[src/rtl/fetch_queue.sv]
// fetch_queue: instruction fetch buffer between the fetch stage and the
// RV32I decoder. Holds {pc, inst, control-flow hint} triples in a small
// circular buffer with valid/ready handshakes on both sides. A synchronous
// flush drops everything on a redirect.
module fetch_queue #(
    parameter int DEPTH = 4,
    parameter int XLEN  = 32
) (
    input  logic                       CLK,
    input  logic                       RST,
    input  logic                       flush,
    input  logic                       in_valid,
    input  logic [XLEN-1:0]            in_pc,
    input  logic [XLEN-1:0]            in_inst,
    output logic                       in_ready,
    output logic                       out_valid,
    output logic [XLEN-1:0]            out_pc,
    output logic [XLEN-1:0]            out_inst,
    output logic                       out_is_branch,
    input  logic                       out_ready,
    output logic [$clog2(DEPTH+1)-1:0] count
);

    localparam int AW = $clog2(DEPTH);
    localparam int CW = $clog2(DEPTH+1);
    localparam logic [CW-1:0] FULL_CNT = CW'(DEPTH);
    localparam logic [XLEN-1:0] NOP_INST = XLEN'(32'h0000_0013);

    // Storage has no reset; only the pointers and count define validity.
    logic [XLEN-1:0] pc_mem   [DEPTH];
    logic [XLEN-1:0] inst_mem [DEPTH];
    logic            br_mem   [DEPTH];

    logic [AW-1:0] rd_ptr;
    logic [AW-1:0] wr_ptr;
    logic          push;
    logic          pop;

    // Branch, JAL and JALR opcodes flag an early redirect hint.
    function automatic logic is_ctrl_flow(input logic [6:0] opcode);
        return (opcode == 7'b1100011) || (opcode == 7'b1101111) ||
               (opcode == 7'b1100111);
    endfunction

    assign in_ready  = (count != FULL_CNT);
    assign out_valid = (count != '0);
    assign push      = in_valid & in_ready;
    assign pop       = out_valid & out_ready;

    // Head entry drives the outputs; an empty queue presents a NOP at pc 0.
    always_comb begin
        out_pc        = '0;
        out_inst      = NOP_INST;
        out_is_branch = 1'b0;
        if (out_valid) begin
            out_pc        = pc_mem[rd_ptr];
            out_inst      = inst_mem[rd_ptr];
            out_is_branch = br_mem[rd_ptr];
        end
    end

    // Write the incoming pair and its pre-decoded hint at the tail.
    always_ff @(posedge CLK) begin
        if (push && !flush) begin
            pc_mem[wr_ptr]   <= in_pc;
            inst_mem[wr_ptr] <= in_inst;
            br_mem[wr_ptr]   <= is_ctrl_flow(in_inst[6:0]);
        end
    end

    // Pointer and occupancy tracking; flush overrides any push or pop.
    always_ff @(posedge CLK or negedge RST) begin
        if (!RST) begin
            rd_ptr <= '0;
            wr_ptr <= '0;
            count  <= '0;
        end else if (flush) begin
            rd_ptr <= '0;
            wr_ptr <= '0;
            count  <= '0;
        end else begin
            if (push) wr_ptr <= wr_ptr + AW'(1);
            if (pop)  rd_ptr <= rd_ptr + AW'(1);
            case ({push, pop})
                2'b10:   count <= count + CW'(1);
                2'b01:   count <= count - CW'(1);
                default: count <= count;
            endcase
        end
    end

endmodule

[config.mk]
export PLATFORM = sky130hd
export DESIGN_NAME = fetch_queue
export DESIGN_NICKNAME = d
export VERILOG_FILES = /design/src/rtl/fetch_queue.sv
export SDC_FILE = /design/constraint.sdc
export NUM_CORES = 1
export LEC_CHECK = 0
export CORE_MARGIN = 3
export CORE_UTILIZATION = 45
export CTS_CLUSTER_DIAMETER = 40
export DETAILED_ROUTE_END_ITERATION = 8
export DONT_BUFFER_PORTS = 1
export GPL_TIMING_DRIVEN = 1
export PLACE_DENSITY = 0.64
export SLEW_MARGIN = 20
export SYNTH_ARGS = -nofsm -noshare
export SYNTH_HDL_FRONTEND = slang
export SYNTH_SLANG_ARGS = --single-unit
export TNS_END_PERCENT = 1
[constraint.sdc]
create_clock -name CLK -period 2.95 [get_ports CLK]
set_input_delay 0.59 -clock CLK [delete_from_list [all_inputs] [get_ports CLK]]
set_output_delay 0.59 -clock CLK [all_outputs]
set_load 0.01 [all_outputs]
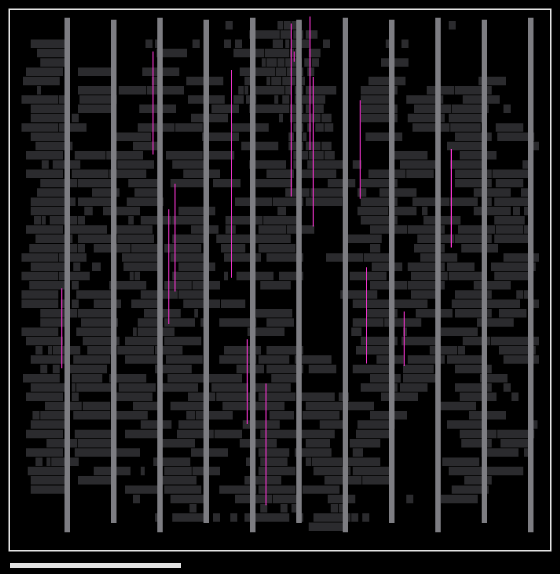
**Above:** the metal 4 layer.
Scale bar: 50 µm. Supply wires on this layer in grey.
nets with wire on the layer	11
main direction	vertical
wire length on this layer	474 µm
total wirelength of the detailed-routed design: 19.1 mm
Via Count: 4596

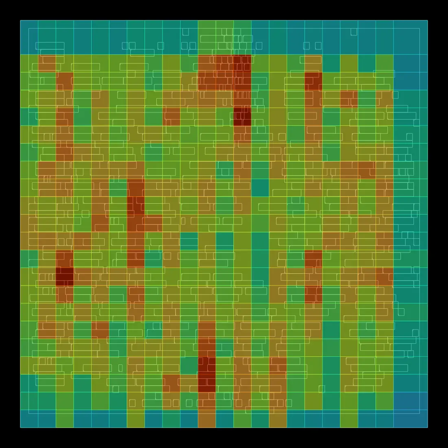
**Above:** congestion heat map.
GR met3 Demand/Resource: 5.71%
most used routing layer in global routing: met2
met2 capacity usage during global routing: 26.8%
fraction of met1 tracks used by global routing: 18.7%
Util after Layout: 52.3%

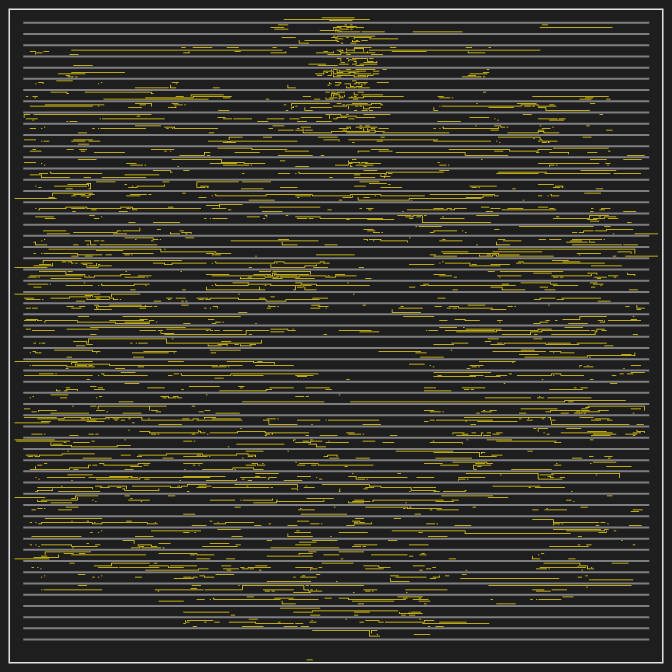
**Above:** the metal 1 layer.
Supply wires on this layer in grey.
main direction	horizontal
nets with wire on the layer	545
wire length on this layer	7020 µm
share of all routed wire	37%
longest straight run	52.0 µm

==> summary.txt <==
Notes from the flow run.

Final timing:
- Setup repair after global routing left no endpoint under its margin.
- Summed over all failing endpoints, the final setup total negative slack is 0 ns.
- The run gives the slew at the pin closest to its max-slew limit as 0.543 ns.
- The run gives the time the final worst path needs with I/O delays and setup as 2.81 ns.
- The run puts the fmax at 0.356 GHz.
- The run gives the total setup violations reported at the end of the flow as 0.
- OpenROAD reports that the post-layout worst path occupies 95.2% of the period.
- The run puts the number of failing hold endpoints at the final stage at 0.
- In this run the tightest slew margin relative to its limit is 63.8%.
- The run puts the final number of max-transition violations at 0.
- The run gives the maximum clock skew at final layout as 0.0161 ns.

Worst hold path:
- According to the hold report, the worst path is of the primary input to flop type.

Cells and area:
- The run gives the fraction of layout cells with a size suffix above 1 as 26.6%.
- The run puts the total number of nets in the final design at 581.
- Between the synthesized netlist and the finished layout, the area growth was recorded as 14.1%.
- The final layout report lists a filler cell count of 1800.
- The run puts the post-route standard cell area excluding fillers at 11900 µm².

Yosys:
- The post-synth count of flops with an enable pin is 260.
- The run puts the total nets after synthesis at 555.
- The run gives the primary flip-flop cell chosen by synthesis mapping as sky130_fd_sc_hd__edfxtp_1.
- Per the synthesis report, the dominant area consumer among library cells is sky130_fd_sc_hd__edfxtp_1.
- The run gives the chip area from the yosys synthesis statistics as 10400 µm².
- The run gives the fraction of registers with async set/reset as 2.62%.
- The commonest cells after synthesis are sky130_fd_sc_hd__edfxtp_1 (260), sky130_fd_sc_hd__and2_1 (66), sky130_fd_sc_hd__mux4_2 (65).
- The run puts the tally of unique sky130hd cells used after synthesis at 36.
- The synth_stat.txt file lists the number of cells as 481.
- The run puts the number of instances in the synthesized netlist at 481.
- The run gives the dominant cell by count in the synthesized netlist as sky130_fd_sc_hd__edfxtp_1.
- In the post-synthesis netlist, the biggest area contributors are sky130_fd_sc_hd__edfxtp_1 (75%), sky130_fd_sc_hd__mux4_2 (14%), sky130_fd_sc_hd__and2_1 (4.0%).
- The run gives the area of the mapped netlist as 10400 µm².
- The run puts the number of warnings issued by yosys at 0.
- The run puts the share of the synthesized area in the top cell type at 75.0%.
- The run gives the register share after synthesis as 76.6%.

Drt:
- The run puts the average wire per standard cell at 23.4 µm.
- The run gives the routed wire length on met2 as 9.84 mm.
- Signal nets in the final route climb as high as met4.
- After detailed routing, the wire length on met1 is 7.02 mm.
- In this run the remaining antenna-violating nets after routing total 0.
- Per the detail_route report, DRC violations left total 0.
- The run gives the total iterations of the first detailed-routing run as 4.
- Per the log, the first TritonRoute iteration ended with a DRC count of 289.

Floorplan:
- The run puts the area of the placeable core at 22700 µm².
- The run gives the die height as 158 µm.
- The run puts the chip area at 25000 µm².
- The run gives the core utilization before placement as 45.9%.
- In this run the core area contains 55 standard-cell rows.
- According to the I/O placement log, the pin count is 139.

Place:
- The run puts the total of buffers placed on input and output ports at 0.
- In the placement report, post-DP HPWL is listed as 11.8 mm.
- The run gives the placed cell area as 10800 µm².

Worst setup path:
- The run gives the required time at the worst-slack endpoint as 2.36 ns.
- The critical path in this run is classified as flop to output port.
- For this design, the slowest cell found on the critical path is sky130_fd_sc_hd__dfrtp_4.
- In this design, the stage delay of the slowest critical-path cell is 0.64 ns.
- The run gives the critical path endpoint category as an output port.
- The run gives the arrival time reported for the critical path endpoint as 2.22 ns.
- STA classifies the critical path startpoint as a flop.
- Per STA, the worst path is made up of buf_12 > mux4_2 > or2_1.
- The critical path maximum fanout is 19.
- The run gives the register-to-register path setup slack as 0.42 ns.

CTS:
- The number of clock buffers added by TritonCTS is 34.
- The run puts the maximum clock insertion buffer count at 3.
- The run puts the buffer count from post-CTS setup fixing at 0.
- The run gives the count of clock tree sinks as 267.
- TritonCTS built the clock tree.
- For the worst-skew pair, the clock arrives at the later sink with an insertion delay of 0.49 ns.
- The clock H-tree reported by CTS has 2 levels.
- The tree is rooted in a sky130_fd_sc_hd__clkbuf_16.

Power and ir drop:
- The run gives the cell-internal power as 6980 µW.
- The run puts the leakage power at 0.00373 µW.
- The run gives the ratio of total power to cell area as 757 nW/µm².
- The run puts the switching share of power at 22.4%.
- The run gives the register share of total power as 48.8%.
- The run gives the combinational share of power as 9.8%.
- The run puts the clock network fraction of total power at 41.5%.
- Per the power-grid run, VDD falls by no more than 0.507 mV.

Global routing:
- The first global-routing pass estimated 29.5 mm of wire.
- The number of global-route vias before repair is 5119.
- Across every metal layer, demand over resource in global routing totals 15.7%.
- The initial antenna violation count came to 0.
- Global routing finished with a remaining overflow of 0.

Status:
- The flow ran to the end, and the final reports show no timing, DRC or antenna violations.

Run:
- The run gives the number of warnings in the stage logs as 30.
- In this run the maximum-capacitance check reported violations numbering 0.
==> per-stage QoR <==
step	worst slack (ns)	util, %	power, µW	hold WS [ns]	cells
after global routing	0.0142	52.3	9370	0.134	816
final	0.141	52.3	9000	0.158	816
after global placement	0.602	47.6	5350	0.295	755
after detailed placement	0.532	47.6	5380	0.295	755
after floorplan	-0.229	-	5180	0.294	481
after CTS	0.0692	52.3	9130	0.136	816
==> sequential cells by signal, summed over array words and instances (netlist names) <==
signal,cells
inst_mem,128
pc_mem,128
br_mem,4
count,3
rd_ptr,2
wr_ptr,2
==> cell type report <==
type | instances | area, µm² | share of cell area, %
sequential | 267 | 7990 | 67.3
multi-input combinational | 182 | 2240 | 18.8
clock buffer | 39 | 891 | 7.50
tap | 285 | 357 | 3.00
timing repair buffer | 16 | 223 | 1.87
clock inverter | 21 | 158 | 1.33
inverter | 6 | 25.0 | 0.211
==> path summary, 6_finish.rpt <==
kind                                        from                     to  depth (start not counted)
setup / recovery           rd_ptr[0]$_DFFE_PN0P_            out_inst[0]                          3
hold / removal                             flush  rd_ptr[0]$_DFFE_PN0P_                          1
setup reg to reg            count[0]$_DFFE_PN0P_   count[2]$_DFFE_PN0P_                          7
hold reg to reg            wr_ptr[1]$_DFFE_PN0P_  wr_ptr[1]$_DFFE_PN0P_                          2
max in group asynchronous                    RST  rd_ptr[0]$_DFFE_PN0P_                          1
min in group asynchronous                    RST   count[1]$_DFFE_PN0P_                          1
==> routing by layer <==
metal	global-route usage, %	vias to the layer above
met5	0	-
met4	5.33	0
met3	5.71	36
met2	26.8	172
met1	18.7	2382
li1	-	2006
==> worst max-delay path, delay by kind of cell, from the launching register on <==
kind                   cells  cell delay, ns
DFF                        1            0.64
and+or+nand+nor            1            0.27
buffers and inverters      1            0.25
muxes                      1            0.55
==> kinds of logic after synthesis <==
logic type               share of synthesized area (%)
flip-flops                                        76.6
AND/OR/NAND/NOR                                   5.36
multiplexers                                      14.1
buffers and inverters                             1.98
AND-OR/OR-AND                                    0.961
adder cells (fa/ha/maj)                          0.673
XOR/XNOR                                         0.336
==> placed cells by master, fill, tap and decap left out, types with 5 or more instances in the layout <==
master                      netlist  layout
sky130_fd_sc_hd__nor2_1           8       8
sky130_fd_sc_hd__inv_1            5       5
sky130_fd_sc_hd__clkinv_2         0       5
sky130_fd_sc_hd__edfxtp_1       260     260
sky130_fd_sc_hd__clkbuf_16        0      35
sky130_fd_sc_hd__dfrtp_1          7       5
sky130_fd_sc_hd__clkinv_4         0       5
sky130_fd_sc_hd__clkinv_1         0       5
sky130_fd_sc_hd__buf_4            0       7
sky130_fd_sc_hd__nand2_1          6       6
sky130_fd_sc_hd__mux4_2          65      65
sky130_fd_sc_hd__and2_1          66      62
sky130_fd_sc_hd__buf_12           4       8
==> what timing repair did <==
action,4_1_cts,5_1_grt
gates resized,1,0
hold buffers,1,0
hold endpoints to repair,7,0
endpoints found under the setup margin,1,0
==> power by group through the flow <==
stage	Combinational (µW)	Clock, µW	Sequential (µW)
global route	966	4000	4400
global placement	892	0	4460
detailed placement	906	0	4470
CTS	914	3830	4390
finish	878	3730	4390
floorplan	766	0	4420
Power figures rest on the tool's default switching activity, not on a simulated workload.
